`config.mk`:
```
export PLATFORM = sky130hd
export DESIGN_NAME = irq_gate
export DESIGN_NICKNAME = d
export VERILOG_FILES = /design/src/rtl/cpu_defs.sv /design/src/rtl/irq_sync_edge.sv /design/src/rtl/irq_gate.sv
export SDC_FILE = /design/constraint.sdc
export NUM_CORES = 1
export LEC_CHECK = 0
export CAP_MARGIN = 20
export CELL_PAD_IN_SITES_DETAIL_PLACEMENT = 1
export CELL_PAD_IN_SITES_GLOBAL_PLACEMENT = 1
export CORE_UTILIZATION = 49
export CTS_BUF_LIST = sky130_fd_sc_hd__clkbuf_8
export DETAILED_ROUTE_END_ITERATION = 16
export DONT_BUFFER_PORTS = 1
export GPL_TIMING_DRIVEN = 1
export HOLD_SLACK_MARGIN = 0.15
export PLACE_DENSITY = 0.81
export SETUP_SLACK_MARGIN = 0.4
export SLEW_MARGIN = 5
export SYNTH_ARGS = -nofsm -noshare
export SYNTH_HDL_FRONTEND = slang
export SYNTH_SLANG_ARGS = --single-unit
```
`constraint.sdc`:
```
create_clock -name clk -period 1.6 [get_ports clk]
set_clock_uncertainty 0.15 [all_clocks]
set_input_delay 0.32 -clock clk [delete_from_list [all_inputs] [get_ports clk]]
set_output_delay 0.32 -clock clk [all_outputs]
set_load 0.05 [all_outputs]
```
`src/rtl/cpu_defs.sv`:
```
// Shared controller state codes, interrupt source indices
// and interrupt-gate FSM states.
package cpu_defs;

  localparam logic [4:0] CS_IF   = 5'h00;
  localparam logic [4:0] CS_WEPC = 5'h12;
  localparam logic [4:0] CS_RET  = 5'h16;

  localparam int SRC_KBD = 1;
  localparam int SRC_CNT = 0;

  typedef logic [2:0] irq_st_t;

  localparam irq_st_t S_IDLE  = 3'd0;
  localparam irq_st_t S_REQ   = 3'd1;
  localparam irq_st_t S_GRANT = 3'd2;
  localparam irq_st_t S_SERV  = 3'd3;
  localparam irq_st_t S_DRAIN = 3'd4;

endpackage

```
`src/rtl/irq_sync_edge.sv`:
```
// Multi-flop synchronizer followed by a registered
// rising-edge pulse.
module irq_sync_edge #(
  parameter int STAGES = 2
) (
  input  logic clk,
  input  logic reset,
  input  logic din,
  output logic pulse
);

  logic [STAGES-1:0] sq;
  logic              lvl_q;

  always_ff @(posedge clk or posedge reset) begin
    if (reset) begin
      sq    <= '0;
      lvl_q <= 1'b0;
      pulse <= 1'b0;
    end else begin
      sq    <= {sq[STAGES-2:0], din};
      lvl_q <= sq[STAGES-1];
      pulse <= sq[STAGES-1] & ~lvl_q;
    end
  end

endmodule

```
`src/rtl/irq_gate.sv`:
```
// Interrupt front-end: sync/edge-detect, pending latches,
// mask, and grant tracking around the controller trap flow.
import cpu_defs::*;

module irq_gate #(
  parameter int         SYNC_STAGES = 2,
  parameter logic [1:0] MASK_RST    = 2'b11,
  parameter logic [4:0] ST_IF       = CS_IF,
  parameter logic [4:0] ST_WEPC     = CS_WEPC,
  parameter logic [4:0] ST_RET      = CS_RET
) (
  input  logic       clk,
  input  logic       reset,
  input  logic       kbd_req,
  input  logic       cnt_req,
  input  logic [4:0] state_in,
  input  logic       mask_we,
  input  logic [1:0] mask_din,
  output logic       INT_KBD,
  output logic       INT_CNT,
  output logic [1:0] pending,
  output logic [1:0] mask,
  output logic [1:0] overrun,
  output logic [1:0] grant_id
);

  logic    ev_k;
  logic    ev_c;
  logic [1:0] ev;
  logic [1:0] clr;
  logic [1:0] pend_nxt;
  logic [1:0] mask_nxt;
  logic [1:0] req_n;
  irq_st_t fsm;

  irq_sync_edge #(.STAGES(SYNC_STAGES)) u_sync_kbd (
    .clk   (clk),
    .reset (reset),
    .din   (kbd_req),
    .pulse (ev_k)
  );

  irq_sync_edge #(.STAGES(SYNC_STAGES)) u_sync_cnt (
    .clk   (clk),
    .reset (reset),
    .din   (cnt_req),
    .pulse (ev_c)
  );

  // A new edge in the clearing cycle wins, so it is never lost.
  always_comb begin
    ev = '0;
    ev[SRC_KBD] = ev_k;
    ev[SRC_CNT] = ev_c;
    clr = (fsm == S_GRANT) ? grant_id : 2'b00;
    pend_nxt = (pending & ~clr) | ev;
    mask_nxt = mask_we ? mask_din : mask;
    req_n = '0;
    req_n[SRC_KBD] = pend_nxt[SRC_KBD] & mask_nxt[SRC_KBD];
    req_n[SRC_CNT] = pend_nxt[SRC_CNT] & mask_nxt[SRC_CNT]
                   & ~req_n[SRC_KBD];
  end

  always_ff @(posedge clk or posedge reset) begin
    if (reset) begin
      pending  <= '0;
      mask     <= MASK_RST;
      overrun  <= '0;
      grant_id <= '0;
      INT_KBD  <= 1'b0;
      INT_CNT  <= 1'b0;
      fsm      <= S_IDLE;
    end else begin
      pending <= pend_nxt;
      mask    <= mask_nxt;
      if (mask_we)
        overrun <= '0;
      else
        overrun <= overrun | (ev & pending & ~clr);
      INT_KBD <= 1'b0;
      INT_CNT <= 1'b0;
      case (fsm)
        S_IDLE: begin
          if (|req_n) begin
            fsm     <= S_REQ;
            INT_KBD <= req_n[SRC_KBD];
            INT_CNT <= req_n[SRC_CNT];
          end
        end
        S_REQ: begin
          if (state_in == ST_WEPC) begin
            grant_id <= {INT_KBD, INT_CNT};
            fsm      <= S_GRANT;
          end else if (!(|req_n)) begin
            fsm <= S_IDLE;
          end else begin
            INT_KBD <= req_n[SRC_KBD];
            INT_CNT <= req_n[SRC_CNT];
          end
        end
        S_GRANT: fsm <= S_SERV;
        S_SERV: begin
          if (state_in == ST_RET)
            fsm <= S_DRAIN;
        end
        S_DRAIN: begin
          if (state_in == ST_IF) begin
            grant_id <= '0;
            fsm      <= S_IDLE;
          end
        end
        default: fsm <= S_IDLE;
      endcase
    end
  end

endmodule

```
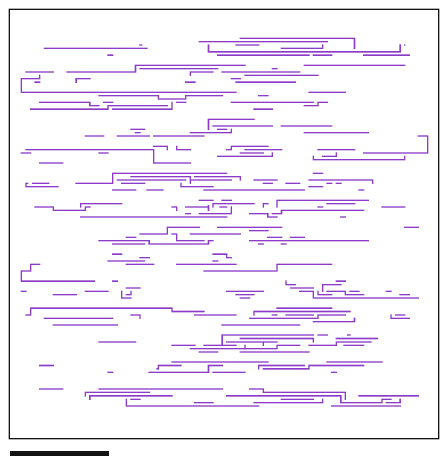
run_1/layer_met1.png
Scale bar: 10 um.
The layer holds 39% of the routed length. 93 nets have wire on it. The wires run mostly horizontal. The longest straight run is 21.6 um.
M1 GR Usage: 30.5%
vias: 646
final WL: 2.40 mm

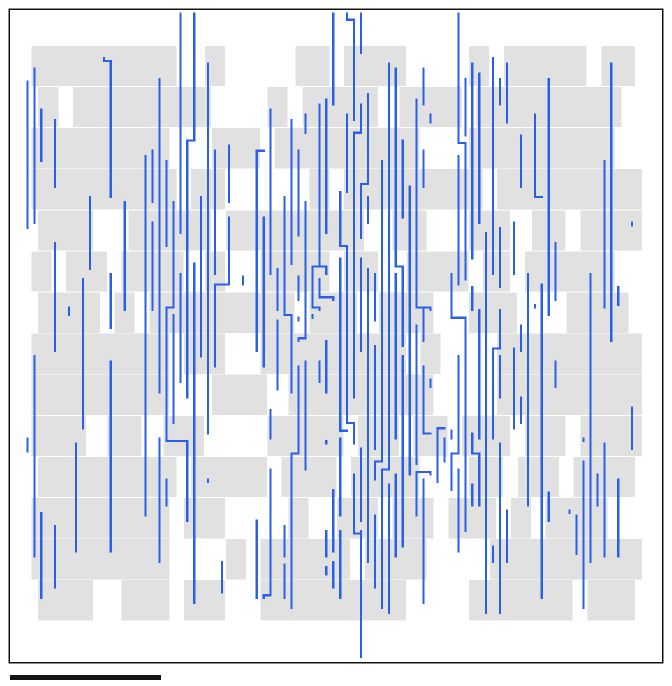
run_1/layer_met2.png
Scale bar: 10 um.
The layer holds 50% of the routed length. The layer carries 1190 um of wire. 94 nets have wire on it.

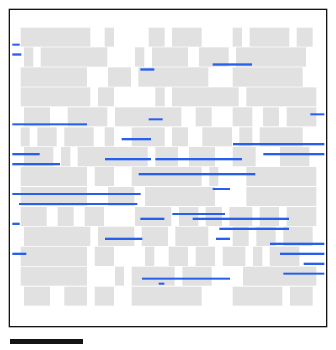
run_1/layer_met3.png
Scale bar: 10 um.
24 nets have wire on it. The layer holds 8.2% of the routed length. The wires run mostly horizontal. The longest straight run is 17.2 um. The layer carries 197 um of wire.
met3 Use GR: 8.51%

==> job_summary.md, run 1 <==
### Yosys + OpenROAD results

| Metric | Value |
|---|---|
| VDD IR max | `995 uV` |
| Postcts setup bufs | `4` |
| Initial antenna violation count | `0` |
| Failing checks | `negative hold slack` |
| Root Driver | `clkbuf_8` |
| Number of buffers created by CTS | `3` |
| Hold WS | `-0.0365 ns` |
| Post-DRT Antenna Nets | `0` |
| Main area contributors | `dfrtp_1 (57%), dfstp_2 (6.3%), nor2_1 (3.2%), nor3b_1 (2.7%), a22o_1 (2.1%)` |
| Largest register FFs | `3` |
| GRT Overall Usage | `25.4%` |
| Final setup fails | `0` |
| Crit path arrival time | `1.54 ns` |
| GRT Max-Usage Layer | `met2` |
| Pre-CTS WS | `approximately 0.077 ns` |
| Global route overflow | `0` |
| Slew @ Worst Pin | `0.403 ns` |
| Combinational power | `576 uW` |
| Unique cell types | `29` |
| Logic pwr share | `32.9%` |
| Pleak | `roughly 0.00049 uW` |
| Compound-Gate Fraction of Synth Area | `between 10% and 20%` |
| Number of I/O pins | `22` |
| Worst path depth | `4` |
| Commonest cells in the netlist | `dfrtp_1 (19), nor2_1 (7), inv_1 (4)` |
| Area after DPL | `913 sq um` |
| Most numerous logic cells after layout | `dfrtp_2 (10), dfrtp_1 (9), buf_4 (8)` |
| Layout area overhead | `41.0%` |
| Post-Syn Instances | `66` |
| Max Fclk | `roughly 0.64 GHz` |
| Buffering overhead | `15.9%` |
| WL/cell | `22.9 um` |
| Core ar. | `1540 sq um` |
| Clock Power | `337 uW` |
| Registers, synthesis | `21` |
| Cells along the critical path | `nor3b_4 -> a21boi_2 -> or2_1 -> nor3b_1` |
| Worst R2R Path Depth | `4` |
| 1st-pass router iterations | `4` |
| Multi-input gates | `41` |
| CP delay by family, top | `simple AND/OR/NAND/NOR gates` |
| Most used logic cell in the final layout | `dfrtp_2` |
| Worst hold endpoint | `overrun[1]` |
| Max FO, Critical Path | `3` |
| Post-synth EDFFs | `0` |
| Clock-cell share of area | `3.85%` |
| Most common cell in the netlist | `dfrtp_1` |
| Sequential share of cell area | `between 40% and 50%` |
| Main flop type | `dfrtp_1` |
| Post-Layout Cell Count | `between 100 and 150` |
| Dpl hpwl | `1.26 mm` |
| Critical Path RT | `about 1.6 ns` |
| Area leader, netlist | `dfrtp_1` |
| Comb/total area | `31.0%` |
| Yosys stat chip area | `approximately 830 sq um` |
| Initial DRC count | `13` |
| CTS H-tree lvls | `1` |
| Worst r2r src | `fsm[0]` |
| Repair and plain buffers | `19` |
| Period utilization | `97.2%` |
| DIE AREA | `1860 sq um` |
| Max Cap Violations | `0` |
| Init Core Util | `53.8%` |
| P_seq | `roughly 840 uW` |
| Register area | `approximately 540 sq um` |
| Clk latency late pin | `0.26 ns` |
| Clock buffers | `3` |
| Chip Width | `43.1 um` |
| Setup CP Type | `flop to flop` |
| Internal Power | `1080 uW` |
| CP Capture Type | `flop` |
| RSZ-0062 raised after global routing | `true` |
| Worst path slowest cell | `dfrtp_2` |
| OpenROAD warnings | `31` |
| Nets | `102` |
| Final Hold Viols | `2` |
| Finished Cell Area | `between 1000 and 1500 sq um` |
| Top power group | `sequential cells` |
| Post-Place Cells | `90` |
| Worst hold start | `mask_we` |
| Power density cells | `1500 nW/um^2` |
| DR DRC count | `0` |
| Cell count listed in synth_stat.txt | `between 60 and 70` |
| Filler Cell Count | `131` |
| FFs & Latches | `21` |
| Asr flop ratio synth | `100%` |
| Sequential power share | `47.9%` |
| Switching part of the total | `38.2%` |
| Min Clock Period, post-route | `1.55 ns` |
| Inverters | `4` |
| First-pass GRT wire length | `3.20 mm` |
| Vias/cell | `6.15` |
| Post-CTS sizing | `21` |
| Antenna diodes | `0` |
| Synth mux share | `2.56%` |
| Adder-Cell Fraction of Synth Area | `0%` |
| WP buf/inv | `0` |
| FP Rows | `14` |
| Post-CTS Hold Fix Bufs | `4` |
| Post-Syn Area | `roughly 830 sq um` |
| CTS tree | `yes` |
| Layout cell share with drive strength beyond 1 | `51.7%` |
| XOR/XNOR Area Share | `0%` |
| Synth top area share | `between 50% and 60%` |
| Synth Seq Share | `63.7%` |
| Rel. slew slack | `between 70 and 80%` |
| Outcome | `complete, but fails checks` |
| CP endpoint | `INT_KBD` |
| Hold Path Class | `input pin to flop` |
| Reg2reg end | `INT_KBD` |
| Total Power | `1750 uW` |
| Max Buffers Root-to-Sink | `2` |
| Met2 wire length | `1.19 mm` |
| Top reg by flops | `fsm` |
| Post-Route Utilization | `75.9%` |
| Vias in the first global route | `663` |
| Max incr delay on CP | `approximately 0.46 ns` |
| Met3 wire length | `196 um` |
| GP Congestion | `between 0.7 and 0.8` |
| Setup ws final | `about 0.045 ns` |
| Synthesized area per cell | `12.6 sq um` |
| M2 GR Usage | `39.4%` |
| Worst Hold Depth | `1` |
| WL met1 | `roughly 930 um` |
| Top sig layer | `met4` |
| Basic Gates by Area | `between 20% and 30%` |
| DIE HEIGHT | `about 43 um` |
| Setup tns final | `0 ns` |
| N_taps | `16` |
| Largest area class, layout | `registers` |
| Yosys warns | `0` |
| Top logic family | `simple AND/OR/NAND/NOR gates` |
| Net Count, Synth | `78` |
| Reg2reg setup slack | `0.05 ns` |
| IO buf count | `0` |
| Logic cell area | `363 sq um` |
| Clock share of power | `19.2%` |
run_1/congestion.png
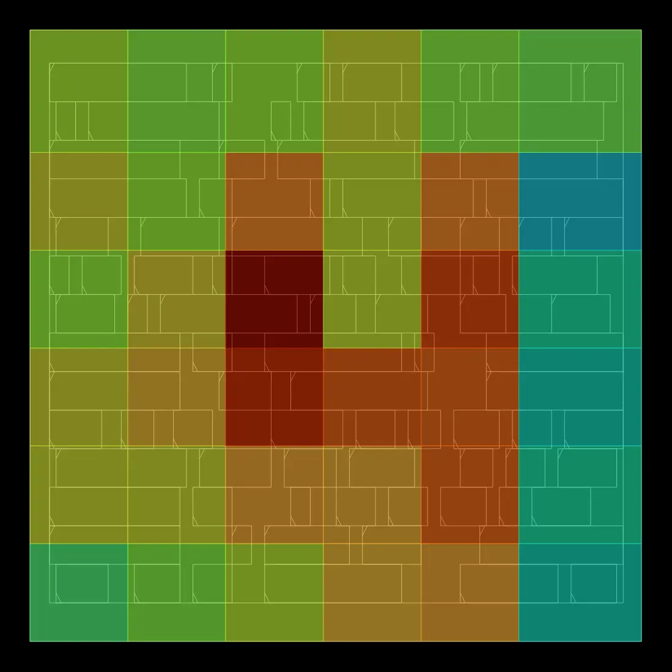

==> run 2: changes to the inputs <==
Settings changed: PLACE_DENSITY 0.81 to unset, PLACE_DENSITY_LB_ADDON set to 0.1, REMOVE_ABC_BUFFERS set to 1.
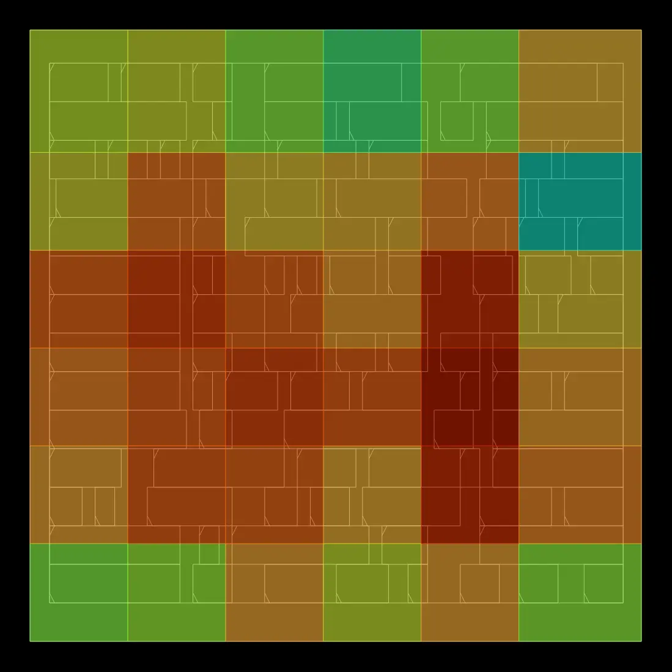
run_2/congestion.png
Post-Route Utilization: 80.1%
M1 GR Usage: 33.0%
GRT Max-Usage Layer: met2

==> job_summary.md, run 2 <==
### Yosys + OpenROAD results

| Metric | Value |
|---|---|
| Max Buffers Root-to-Sink | `2` |
| Synth mux share | `2.56%` |
| Inverters | `4` |
| IO buf count | `0` |
| Hold WS | `-0.0296 ns` |
| Cells along the critical path | `nor3b_4 -> a21boi_2 -> or2_1 -> nor3b_1` |
| Power density cells | `1540 nW/um^2` |
| Setup CP Type | `flop to flop` |
| Final Hold Viols | `1` |
| Cell count listed in synth_stat.txt | `approximately 66` |
| Basic Gates by Area | `21.6%` |
| Root Driver | `clkbuf_8` |
| Post-DRT Antenna Nets | `0` |
| GRT Overall Usage | `27.6%` |
| Yosys stat chip area | `830 sq um` |
| Setup tns final | `-0.0360 ns` |
| Registers, synthesis | `21` |
| Crit path arrival time | `1.63 ns` |
| Clock-cell share of area | `3.65%` |
| Switching part of the total | `40.5%` |
| Top sig layer | `met4` |
| Post-synth EDFFs | `0` |
| Number of I/O pins | `22` |
| First-pass GRT wire length | `3.55 mm` |
| Critical Path RT | `between 1.5 and 2 ns` |
| M2 GR Usage | `between 40 and 50%` |
| Pleak | `around 0.00052 uW` |
| DR DRC count | `0` |
| Number of buffers created by CTS | `3` |
| Met3 Use GR | `7.66%` |
| Chip Width | `43.1 um` |
| Adder-Cell Fraction of Synth Area | `0%` |
| Filler Cell Count | `~120` |
| Period utilization | `102%` |
| WL met1 | `1.20 mm` |
| CP endpoint | `INT_KBD` |
| OpenROAD warnings | `30` |
| Top logic family | `simple AND/OR/NAND/NOR gates` |
| Worst hold start | `mask_we` |
| CP Capture Type | `flop` |
| Post-Syn Instances | `roughly 66` |
| Most numerous logic cells after layout | `dfrtp_1 (13), buf_4 (11), dfrtp_2 (6), nor2_1 (6)` |
| Reg2reg setup slack | `-0.04 ns` |
| Area after DPL | `slightly above 900 sq um` |
| Register area | `~540 sq um` |
| Post-Syn Area | `between 800 and 900 sq um` |
| P_seq | `about 820 uW` |
| Met3 wire length | `266 um` |
| Yosys warns | `0` |
| Init Core Util | `53.8%` |
| Worst R2R Path Depth | `4` |
| GP Congestion | `0.733` |
| Max Cap Violations | `0` |
| Rel. slew slack | `63.9%` |
| Compound-Gate Fraction of Synth Area | `10.4%` |
| N_taps | `16` |
| WP buf/inv | `0` |
| Min Clock Period, post-route | `1.64 ns` |
| Core ar. | `1540 sq um` |
| Commonest cells in the netlist | `dfrtp_1 (19), nor2_1 (7), inv_1 (4)` |
| DIE AREA | `1860 sq um` |
| Postcts setup bufs | `3` |
| Reg2reg end | `INT_KBD` |
| Buffering overhead | `approximately 18%` |
| Vias in the first global route | `727` |
| Vias/cell | `roughly 6.5` |
| Most common cell in the netlist | `dfrtp_1` |
| Synth Seq Share | `63.7%` |
| Initial antenna violation count | `0` |
| Layout cell share with drive strength beyond 1 | `a little over half` |
| Top reg by flops | `fsm` |
| Worst path depth | `4` |
| WL/cell | `~31 um` |
| Antenna diodes | `0` |
| Post-CTS sizing | `17` |
| Post-CTS Hold Fix Bufs | `4` |
| Asr flop ratio synth | `100%` |
| RSZ-0062 raised after global routing | `true` |
| Total Power | `1900 uW` |
| Internal Power | `1130 uW` |
| 1st-pass router iterations | `4` |
| CP delay by family, top | `simple AND/OR/NAND/NOR gates` |
| Layout area overhead | `48.9%` |
| XOR/XNOR Area Share | `0%` |
| Main area contributors | `dfrtp_1 (57%), dfstp_2 (6.3%), nor2_1 (3.2%), nor3b_1 (2.7%), a22o_1 (2.1%)` |
| Repair and plain buffers | `23` |
| Logic cell area | `400 sq um` |
| Dpl hpwl | `1.28 mm` |
| Pre-CTS WS | `around 0.056 ns` |
| Outcome | `complete, but fails checks` |
| Failing checks | `negative hold slack, negative setup slack` |
| CTS tree | `yes` |
| Global route overflow | `0` |
| Multi-input gates | `approximately 41` |
| FFs & Latches | `21` |
| Finished Cell Area | `about 1200 sq um` |
| Clock Power | `351 uW` |
| Sequential share of cell area | `between 40% and 50%` |
| Setup ws final | `-0.0360 ns` |
| Top power group | `sequential cells` |
| Clk latency late pin | `0.26 ns` |
| Combinational power | `729 uW` |
| Largest register FFs | `3` |
| DIE HEIGHT | `between 40 and 50 um` |
| CTS H-tree lvls | `1` |
| Final setup fails | `1` |
| Post-Place Cells | `91` |
| Max Fclk | `~0.61 GHz` |
| Slew @ Worst Pin | `0.542 ns` |
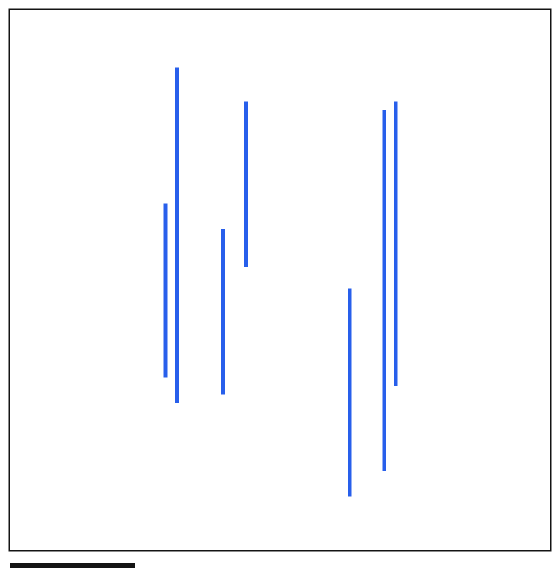
run_2/layer_met4.png
Scale bar: 10 um.
The layer carries 133 um of wire. The wires run mostly vertical.
vias: 711
final WL: 3.33 mm

==> run 3: changes to the inputs <==
Settings changed: PLACE_DENSITY set to 0.87, PLACE_DENSITY_LB_ADDON 0.1 to unset.
==> job_summary.md, run 3 <==
### Yosys + OpenROAD results

| Metric | Value |
|---|---|
| Inverters | `4` |
| Pre-CTS WS | `0.0922 ns` |
| Most numerous logic cells after layout | `dfrtp_1 (12), dfrtp_2 (7), nor2_1 (6), buf_4 (6), buf_6 (6)` |
| FP Rows | `14` |
| CP endpoint | `pending[0]` |
| Total Power | `between 1500 and 2000 uW` |
| P_seq | `806 uW` |
| FFs & Latches | `21` |
| Largest register FFs | `3` |
| Sequential share of cell area | `45.9%` |
| Post-DRT Antenna Nets | `0` |
| OpenROAD warnings | `29` |
| Commonest cells in the netlist | `dfrtp_1 (19), nor2_1 (7), inv_1 (4)` |
| Hold WS | `-0.0422 ns` |
| GP Congestion | `0.863` |
| CTS tree | `yes` |
| Clk latency late pin | `0.27 ns` |
| Number of I/O pins | `22` |
| Setup ws final | `0.0371 ns` |
| Global route overflow | `0` |
| Synth Seq Share | `63.7%` |
| Repair and plain buffers | `18` |
| Number of buffers created by CTS | `3` |
| CP delay by family, top | `simple AND/OR/NAND/NOR gates` |
| Switching part of the total | `39.0%` |
| Root Driver | `clkbuf_8` |
| Setup CP Type | `flop to flop` |
| Failing checks | `negative hold slack` |
| Sequential power share | `between 40 and 50%` |
| Largest area class, layout | `registers` |
| CTS H-tree lvls | `1` |
| Synthesized area per cell | `12.6 sq um` |
| Worst hold start | `mask_we` |
| Core ar. | `1540 sq um` |
| Adder-Cell Fraction of Synth Area | `0%` |
| Clock-cell share of area | `a little under 4%` |
| DIE HEIGHT | `43.1 um` |
| Area after DPL | `910 sq um` |
| Post-Syn Area | `830 sq um` |
| Finished Cell Area | `roughly 1200 sq um` |
| IO buf count | `0` |
| First-pass GRT wire length | `between 3 and 4 mm` |
| Top logic family | `simple AND/OR/NAND/NOR gates` |
| Chip Width | `43.1 um` |
| Met3 wire length | `between 90 and 100 um` |
| DR DRC count | `0` |
| Logic pwr share | `between 30% and 40%` |
| Clock Power | `357 uW` |
| WL met1 | `1.05 mm` |
| Final Hold Viols | `2` |
| Post-synth EDFFs | `0` |
| Reg2reg end | `pending[0]` |
| Vias in the first global route | `689` |
| Postcts setup bufs | `5` |
| Layout area overhead | `41.0%` |
| Layout cell share with drive strength beyond 1 | `50.0%` |
| Most used logic cell in the final layout | `dfrtp_1` |
| Asr flop ratio synth | `100%` |
| Dpl hpwl | `1.24 mm` |
| Cell count listed in synth_stat.txt | `66` |
| Clock share of power | `19.8%` |
| Slew @ Worst Pin | `about 0.43 ns` |
| Register area | `537 sq um` |
| Outcome | `complete, but fails checks` |
| Comb/total area | `31.6%` |
| Setup tns final | `0 ns` |
| Filler Cell Count | `134` |
| Rel. slew slack | `70.8%` |
| Nets | `101` |
| Max incr delay on CP | `0.48 ns` |
| Power density cells | `about 1500 nW/um^2` |
| Max FO, Critical Path | `7` |
| Main flop type | `dfrtp_1` |
| Main area contributors | `dfrtp_1 (57%), dfstp_2 (6.3%), nor2_1 (3.2%), nor3b_1 (2.7%), a22o_1 (2.1%)` |
| Initial DRC count | `19` |
| Init Core Util | `53.8%` |
| Worst path depth | `5` |
| Final setup fails | `0` |
| Unique cell types | `29` |
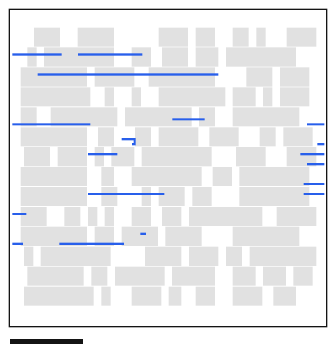
run_3/layer_met3.png
Scale bar: 10 um.
The layer holds 3.6% of the routed length. 15 nets have wire on it.
met3 Use GR: 4.68%
vias: 634
final WL: 2.60 mm

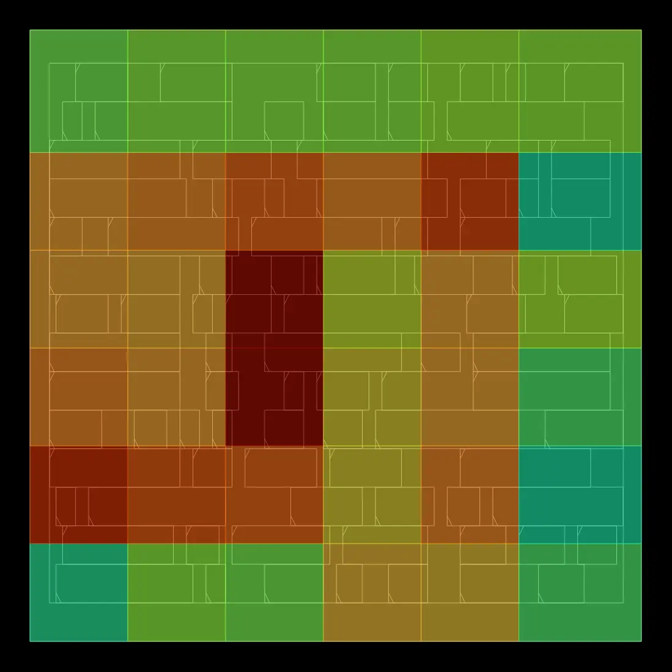
run_3/congestion.png
M1 GR Usage: 34.1%
WL/cell: 25.0 um

Power and IR drop assume default switching activity.
